### config.mk
export PLATFORM = sky130hd
export DESIGN_NAME = serial_cmp_n
export DESIGN_NICKNAME = d
export VERILOG_FILES = /design/src/rtl/cmp_pkg.sv /design/src/rtl/bit_cnt.sv /design/src/rtl/serial_cmp_n.sv
export SDC_FILE = /design/constraint.sdc
export NUM_CORES = 1
export LEC_CHECK = 0
export CAP_MARGIN = 20
export CORE_ASPECT_RATIO = 1.75
export CORE_UTILIZATION = 35
export CTS_CLUSTER_DIAMETER = 80
export CTS_CLUSTER_SIZE = 12
export DETAILED_ROUTE_END_ITERATION = 10
export MAX_ROUTING_LAYER = met4
export PLACE_DENSITY = 0.6
export SYNTH_ARGS = -nofsm -noshare
export SYNTH_HDL_FRONTEND = slang
export SYNTH_HIERARCHICAL = 1
export SYNTH_SLANG_ARGS = --single-unit
### constraint.sdc
create_clock -name clk -period 2.2 [get_ports clk]
set_clock_uncertainty 0.15 [all_clocks]
set_input_delay 0.55 -clock clk [delete_from_list [all_inputs] [get_ports clk]]
set_output_delay 0.55 -clock clk [all_outputs]
set_load 0.05 [all_outputs]
### src/rtl/cmp_pkg.sv
// rtl/cmp_pkg.sv - shared state encoding and counter-width helper for serial_cmp_n
// Purpose: FSM state codes and the mismatch/beat counter width calculation.
// Ports: none (package).
package cmp_pkg;

  localparam logic [1:0] S_IDLE = 2'd0;
  localparam logic [1:0] S_RUN  = 2'd1;
  localparam logic [1:0] S_DONE = 2'd2;

  // Smallest n with 2**n >= width+1, so a counter can hold 0..width.
  function automatic int calc_cw(input int width);
    int n;
    n = 0;
    while ((1 << n) < (width + 1)) n++;
    return n;
  endfunction

endpackage

### src/rtl/bit_cnt.sv
// rtl/bit_cnt.sv - CW-bit up-counter with sync clear, enable and terminal flag
// Purpose: counts enabled cycles from 0 up to LIMIT.
// Ports:
//   clk, rst_n  clock / asynchronous active-low reset
//   clr         synchronous clear (wins over en)
//   en          increment this cycle
//   cnt_nxt     value the counter takes on the next edge
//   term        this enabled increment brings the count to LIMIT
module bit_cnt #(
  parameter int LIMIT = 8,
  parameter int CW    = 4
) (
  input  logic          clk,
  input  logic          rst_n,
  input  logic          clr,
  input  logic          en,
  output logic [CW-1:0] cnt_nxt,
  output logic          term
);

  logic [CW-1:0] cnt_q, cnt_d;

  always_comb begin
    cnt_d = cnt_q;
    if (clr)     cnt_d = '0;
    else if (en) cnt_d = cnt_q + CW'(1);
  end

  assign cnt_nxt = cnt_d;
  assign term    = en && !clr && (cnt_q == CW'(LIMIT - 1));

  always_ff @(posedge clk or negedge rst_n) begin
    if (!rst_n) cnt_q <= '0;
    else        cnt_q <= cnt_d;
  end

endmodule

### src/rtl/serial_cmp_n.sv
// rtl/serial_cmp_n.sv - sequential comparator of two WIDTH-bit serial operands
// Purpose: accepts one a/b bit pair per bit_valid beat and, after WIDTH beats,
//          reports equal / a_gt_b / a_lt_b and the number of differing bits.
// Ports:
//   clk, rst_n   clock / asynchronous active-low reset
//   start        request a new comparison (honoured only in IDLE)
//   bit_valid    a/b carry a valid bit pair this cycle
//   a, b         serial operand bits
//   busy         comparison in progress
//   done         one-cycle pulse, results valid
//   equal, a_gt_b, a_lt_b, mism_cnt   held results of the last comparison
module serial_cmp_n
  import cmp_pkg::*;
#(
  parameter  int WIDTH     = 8,
  parameter  bit MSB_FIRST = 1'b1,
  localparam int CW        = calc_cw(WIDTH)
) (
  input  logic          clk,
  input  logic          rst_n,
  input  logic          start,
  input  logic          bit_valid,
  input  logic          a,
  input  logic          b,
  output logic          busy,
  output logic          done,
  output logic          equal,
  output logic          a_gt_b,
  output logic          a_lt_b,
  output logic [CW-1:0] mism_cnt
);

  logic [1:0]    state_q, state_d;
  logic          gt_q, gt_d, lt_q, lt_d;
  logic          eq_res_q, eq_res_d, gt_res_q, gt_res_d, lt_res_q, lt_res_d;
  logic [CW-1:0] mism_res_q, mism_res_d;

  logic          accept, beat, diff, last;
  logic [CW-1:0] beat_nxt_unused, mism_nxt;
  logic          mism_full_unused;

  assign accept = (state_q == S_IDLE) && start;
  assign beat   = (state_q == S_RUN) && bit_valid;
  assign diff   = a ^ b;

  bit_cnt #(.LIMIT(WIDTH), .CW(CW)) u_beat_cnt (
    .clk     (clk),
    .rst_n   (rst_n),
    .clr     (accept),
    .en      (beat),
    .cnt_nxt (beat_nxt_unused),
    .term    (last)
  );

  bit_cnt #(.LIMIT(WIDTH), .CW(CW)) u_mism_cnt (
    .clk     (clk),
    .rst_n   (rst_n),
    .clr     (accept),
    .en      (beat && diff),
    .cnt_nxt (mism_nxt),
    .term    (mism_full_unused)
  );

  // Order flags: MSB-first keeps the first difference, LSB-first lets each
  // later difference overwrite since it is more significant.
  always_comb begin
    gt_d = gt_q;
    lt_d = lt_q;
    if (accept) begin
      gt_d = 1'b0;
      lt_d = 1'b0;
    end else if (beat && diff && (!MSB_FIRST || !(gt_q || lt_q))) begin
      gt_d = a;
      lt_d = !a;
    end
  end

  // Results are published only on the edge consuming the last bit, using the
  // next-state values so that bit is included.
  always_comb begin
    eq_res_d   = eq_res_q;
    gt_res_d   = gt_res_q;
    lt_res_d   = lt_res_q;
    mism_res_d = mism_res_q;
    if (accept) begin
      eq_res_d   = 1'b0;
      gt_res_d   = 1'b0;
      lt_res_d   = 1'b0;
      mism_res_d = '0;
    end else if (last) begin
      eq_res_d   = (mism_nxt == '0);
      gt_res_d   = gt_d;
      lt_res_d   = lt_d;
      mism_res_d = mism_nxt;
    end
  end

  always_comb begin
    state_d = state_q;
    case (state_q)
      S_IDLE:  if (accept) state_d = S_RUN;
      S_RUN:   if (last)   state_d = S_DONE;
      S_DONE:  state_d = S_IDLE;
      default: state_d = S_IDLE;
    endcase
  end

  always_comb begin
    busy = (state_q == S_RUN);
    done = (state_q == S_DONE);
  end

  always_ff @(posedge clk or negedge rst_n) begin
    if (!rst_n) begin
      state_q    <= S_IDLE;
      gt_q       <= 1'b0;
      lt_q       <= 1'b0;
      eq_res_q   <= 1'b0;
      gt_res_q   <= 1'b0;
      lt_res_q   <= 1'b0;
      mism_res_q <= '0;
    end else begin
      state_q    <= state_d;
      gt_q       <= gt_d;
      lt_q       <= lt_d;
      eq_res_q   <= eq_res_d;
      gt_res_q   <= gt_res_d;
      lt_res_q   <= lt_res_d;
      mism_res_q <= mism_res_d;
    end
  end

  assign equal    = eq_res_q;
  assign a_gt_b   = gt_res_q;
  assign a_lt_b   = lt_res_q;
  assign mism_cnt = mism_res_q;

endmodule

**Run 1: logic cells by family**

Drawn at 4 px/µm.
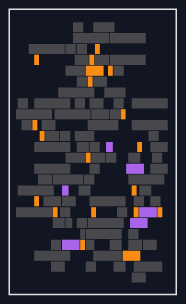
- purple: inverting AOI/OAI gates (cells 6)
- orange: NOR gates (cells 19; most used nor2_1)
combinational fraction of the cell area: 0.3599
most numerous logic cell after layout: buf_4
Non-Filler Instances: 131

**Run 1: PDN straps and rails**

Drawn at 6 px/µm. Pins as bars on the die edge.
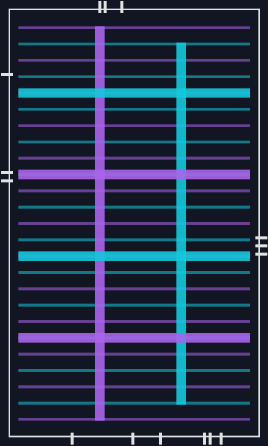
- cyan: VDD
- purple: VSS
- met1 rails: 25
- met4 straps: 2
Core ar.: 2522 µm²
die height: 70.95 µm
worst vdd ir: 533.7 µV
Die Wd: 41.40 µm

==> flow_summary.json, run 1 <==
{
  "cap_violations": 0,
  "nNetsFinal": 114,
  "grt_pass1_vias": 750,
  "yosysWarningCount": 6,
  "internal_power_w": 0.0009336,
  "setup_viol": 0,
  "stdcell_area_um2": 1255,
  "p_clk_w": 0.000243,
  "drc": 0,
  "power_w": 0.001551,
  "rows": 24,
  "io_pins": 15,
  "critPathBufInv": 1,
  "place_area_um2": 1196,
  "required_ns": 2.24,
  "critPathTopFamily": "simple AND/OR/NAND/NOR gates",
  "crit_fanout": 5,
  "fill_cells": 245,
  "max_stage_delay_ns": 0.45,
  "layout_setup_ws_ns": 0.1200,
  "hp-class": "flop to flop",
  "slew_violations": 0,
  "clock-root-buffer": "clkbuf_8",
  "openroad.warnings": 26,
  "syn_area_um2": 950.9,
  "post-cts-setup-buffer-count": 0,
  "setup.worst_path.start_class": "primary input",
  "synth.avg_cell_area_um2": 12.19,
  "max_freq_mhz": 480.8,
  "vias_per_cell": 5.023,
  "hold_ws_ns": 0.3818,
  "critical_path_arrival_ns": 2.12,
  "min_period_ns": 2.080,
  "dieArea_um2": 2937,
  "hold_buffers": 0,
  "final-seq-area_um2": 475.5,
  "status": "completed",
  "vias": 658,
  "wl_per_cell_um": 13.94,
  "pwr-share-clk": 0.156,
  "drt_iter0_drc": 24,
  "grt_max_degree": 20,
  "fp_util": 0.3770,
  "syn2layout_area_growth_pct": 31.97,
  "ant_nets": 0,
  "grt_pass1_wl_um": 3194,
  "pwr-share-comb": 0.472,
  "power-top-group": "combinational logic",
  "place.gp.congestion": 0.7503,
  "worst_pin_slew_ns": 0.2808,
  "setup_tns_ns": 0,
  "crit_path_top_delay_cell": "clkdlybuf4s50_1",
  "dr.pass1.iters": 2,
  "cts_tree": "built",
  "path_class": "primary input to flop",
  "hold_viol_final": 0,
  "clk_path_buf_depth": 2,
  "synth_nets": 86,
  "drive_gt1_frac": 0.3810,
  "p_seq_frac": 0.371,
  "power_leakage_nw": 0.6141,
  "path_clk_slew_ns": 0.07,
  "routed_wl_um": 1826,
  "powerDensity_nw_per_um2": 1236,
  "antennaDiodeCount": 0,
  "slew_headroom": 0.8128,
  "dp_cells": 127,
  "p_sw_frac": 0.3981,
  "post-place-ws_ns": -0.2512,
  "critPathCaptureType": "flop",
  "critical_path.cell_chain": "clkdlybuf4s50_1 > and3b_2 > and2_4 > nand4_4 > mux2_4 > nor4_2 > mux2i_1 > nor2_1",
  "layout_top_cells": "buf_4 (20), dfrtp_1 (19), nor2_1 (17)",
  "grt.overflow.total": 0
}
**Run 1: clock routing**

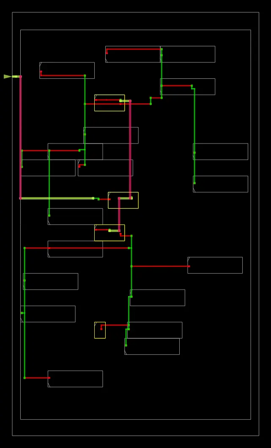
clock sink count: 19
CTS buffer count: 3
clk_lat worst skew: 0.26 ns

==> run 1: path summary, 6_finish.rpt <==
kind,to,slack (ns),start,cells after the start
setup / recovery,equal$_DFFE_PN0P_,0.12,bit_valid,8
min in group asynchronous,u_mism_cnt/cnt_q[0]$_DFF_PN0_,0.48,rst_n,2
max in group asynchronous,state_q[1]$_DFFE_PN0P_,1.22,rst_n,2
setup reg to reg,equal$_DFFE_PN0P_,0.39,state_q[1]$_DFFE_PN0P_,7
hold / removal,gt_q$_DFF_PN0_,0.38,gt_q$_DFF_PN0_,2
hold reg to reg,gt_q$_DFF_PN0_,0.38,gt_q$_DFF_PN0_,2
==> run 1: per-layer routing <==
metal | global-route usage | share of wire | vias to the layer above
li1 | - | - | 320
met2 | 0.2639 | 0.55 | 9
met4 | 0.07527 | 0.023 | 0
met1 | 0.1507 | 0.40 | 323
met3 | 0.01531 | 0.019 | 6
met5 | - | 0 | -
==> run 1: state kept, by name, summed over array words and instances, names as in the netlist <==
signal and flops:
a_gt_b 1, gt_q 1, mism_cnt 4, lt_q 1, state_q 2, equal 1
u_beat_cnt/cnt_q 4, a_lt_b 1, u_mism_cnt/cnt_q 4
==> run 1: worst min-delay path: stages, from the launching register on <==
cell	delay [ns]
dfrtp_1	0.36
a31oi_2	0.06
nor2_1	0.07
==> run 1: area by class of cell <==
cell class,instances,area share
multi-input cells,54,0.3599
clock inverters,1,0.003988
well taps,26,0.02592
flip-flops and latches,19,0.3789
repair buffers,27,0.1954
clock buffers,3,0.03290
inverters,1,0.002991
==> run 1: timing repair <==
| action | CTS | global route |
|---|---|---|
| resized | 1 | 3 |
| setup endpoints to repair | 1 | 1 |
| pin swaps | 0 | 2 |
--- run 2 (diff from run 1) ---
--- a/config.mk
+++ b/config.mk
@@ -5,7 +5,7 @@
 export SDC_FILE = /design/constraint.sdc
 export NUM_CORES = 1
 export LEC_CHECK = 0
-export CAP_MARGIN = 20
+export CAP_MARGIN = 5
 export CORE_ASPECT_RATIO = 1.75
 export CORE_UTILIZATION = 35
 export CTS_CLUSTER_DIAMETER = 80
**Run 2: logic cells by family**

Drawn at 4 px/µm.
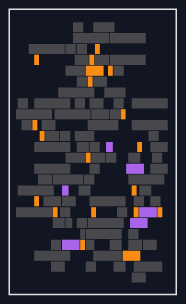
- purple: inverting AOI/OAI gates (cells 6)
- orange: NOR gates (cells 19; most used nor2_1)

**Run 2: PDN straps and rails**

Drawn at 6 px/µm. Pins as bars on the die edge.
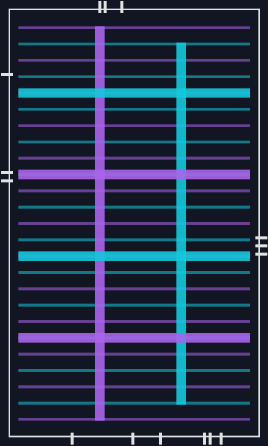
- purple: VSS
- cyan: VDD
- signal pins: 15
- met1 rails: 25
- rows: 24
- met4 straps: 2
- met5 straps: 4

==> run 2 against run 1 <==
Worst hold slack unchanged. Die size is the same. Non-clock buffer count is the same. Final area unchanged. Global-route usage unchanged. Critical endpoint unchanged. Largest cell class unchanged. Highest routed layer unchanged.
==> flow_summary.json, run 2 <==
{
  "power_w": 0.001551,
  "final_common_cell": "buf_4",
  "die_y_um": 70.95,
  "use_met1": 0.1507,
  "layout_setup_ws_ns": 0.1200,
  "cts_tree": "built",
  "path_class": "primary input to flop",
  "drive_gt1_frac": 0.3810,
  "crit_path_top_delay_cell": "clkdlybuf4s50_1",
  "top_layer": "met4",
  "drt_iter0_drc": 24,
  "critical_path.cell_chain": "clkdlybuf4s50_1 > and3b_2 > and2_4 > nand4_4 > mux2_4 > nor4_2 > mux2i_1 > nor2_1",
  "min_period_ns": 2.080,
  "antennaDiodeCount": 0,
  "insertion_delay_ns": 0.26,
  "yosysWarningCount": 6,
  "hp-class": "flop to flop",
  "nNetsFinal": 114,
  "grt_pass1_wl_um": 3194,
  "dp_cells": 127,
  "max_freq_mhz": 480.8,
  "status": "completed",
  "drc": 0,
  "syn_area_um2": 950.9,
  "worst_pin_slew_ns": 0.2808,
  "slew_headroom": 0.8128,
  "path_clk_slew_ns": 0.07,
  "syn2layout_area_growth_pct": 31.97,
  "wl_met2_um": 1012,
  "rows": 24,
  "hold_start": "gt_q$_DFF_PN0_",
  "vias_per_cell": 5.023,
  "vias": 658,
  "clk_path_buf_depth": 2,
  "vdd_drop_max_uv": 533.7,
  "layout_top_cells": "buf_4 (20), dfrtp_1 (19), nor2_1 (17)",
  "critical_path_arrival_ns": 2.12,
  "cts_sinks": 19,
  "min_to": "gt_q$_DFF_PN0_",
  "dieArea_um2": 2937,
  "whs_path_depth": 2,
  "required_ns": 2.24,
  "power_leakage_nw": 0.6141,
  "reg2reg_from": "state_q[1]$_DFFE_PN0P_",
  "grt_pass1_vias": 750,
  "grt_max_degree": 20,
  "setup.worst_path.start_class": "primary input",
  "fp_util": 0.3770,
  "synth.avg_cell_area_um2": 12.19,
  "hold_buffers": 0,
  "grt_busiest_layer": "met2",
  "post-place-ws_ns": -0.2512,
  "cap_violations": 0,
  "setup_viol": 0,
  "routed_wl_um": 1826,
  "openroad.warnings": 26,
  "fin_cells": 131,
  "io_pins": 15,
  "post-cts-setup-buffer-count": 0,
  "r2r_cells": 7,
  "crit_fanout": 5,
  "wl_per_cell_um": 13.94,
  "clock-root-buffer": "clkbuf_8",
  "die_w_um": 41.40,
  "hold_viol_final": 0,
  "powerDensity_nw_per_um2": 1236,
  "critPathBufInv": 1
}
**Run 2: clock wires, drivers and flops**

Drawn at 4 px/µm.
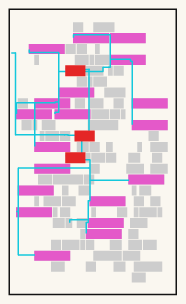
- magenta: flip-flops (count 19)
- red: cells driving clock nets (count 3)
- cyan: clock wires (length 254 µm)
- routed clock nets: 4
Clk network pwr share: 0.156
Clk. pwr: 0.000243 W

[run 2: layout make-up]
class,instances,area (µm²)
well taps,26,32.53
multi-input cells,54,451.7
clock inverters,1,5.005
flip-flops and latches,19,475.5
fillers,245,1267
inverters,1,3.754
repair buffers,27,245.2
clock buffers,3,41.29
[run 2: what timing repair did]
action | 4_1_cts | 5_1_grt
cloned | 0 | 0
pin swaps | 0 | 2
resized | 1 | 3
setup endpoints to repair | 1 | 1
hold endpoints to repair | 0 | 0
[run 2: tightest hold or removal path, stage by stage (launching register included)]
cell,delay [ns]
dfrtp_1,0.36
a31oi_2,0.06
nor2_1,0.07
[run 2: worst max path at each step]
stage	cells past startpoint	from	slack [ns]	end
finish	8	bit_valid	0.12	equal$_DFFE_PN0P_
global route	9	bit_valid	0.03	equal$_DFFE_PN0P_
CTS	8	b	0.02	equal$_DFFE_PN0P_
detailed placement	8	b	-0.25	equal$_DFFE_PN0P_
global placement	8	b	-0.22	equal$_DFFE_PN0P_
floorplan	7	start	0.13	equal$_DFFE_PN0P_
[run 2: through the flow]
step | hold WS [ns] | TNS [ns]
finish | 0.3818 | 0
global route | 0.4321 | 0
CTS | 0.3870 | 0
detailed placement | 0.3688 | -1.141
global placement | 0.3581 | -0.9728
floorplan | 0.1044 | 0
[run 2: power by group]
| group | internal, W | switching (W) | leakage [nW] | total [W] |
|---|---|---|---|---|
| Combinational | 0.000340 | 0.000393 | 0.341 | 0.000733 |
| Sequential | 0.000468 | 0.000108 | 0.247 | 0.000576 |
| Clock | 0.000126 | 0.000117 | 0.0255 | 0.000243 |
| Total | 0.000934 | 0.000618 | 0.614 | 0.00155 |
Power is estimated from default activity; no workload was simulated.
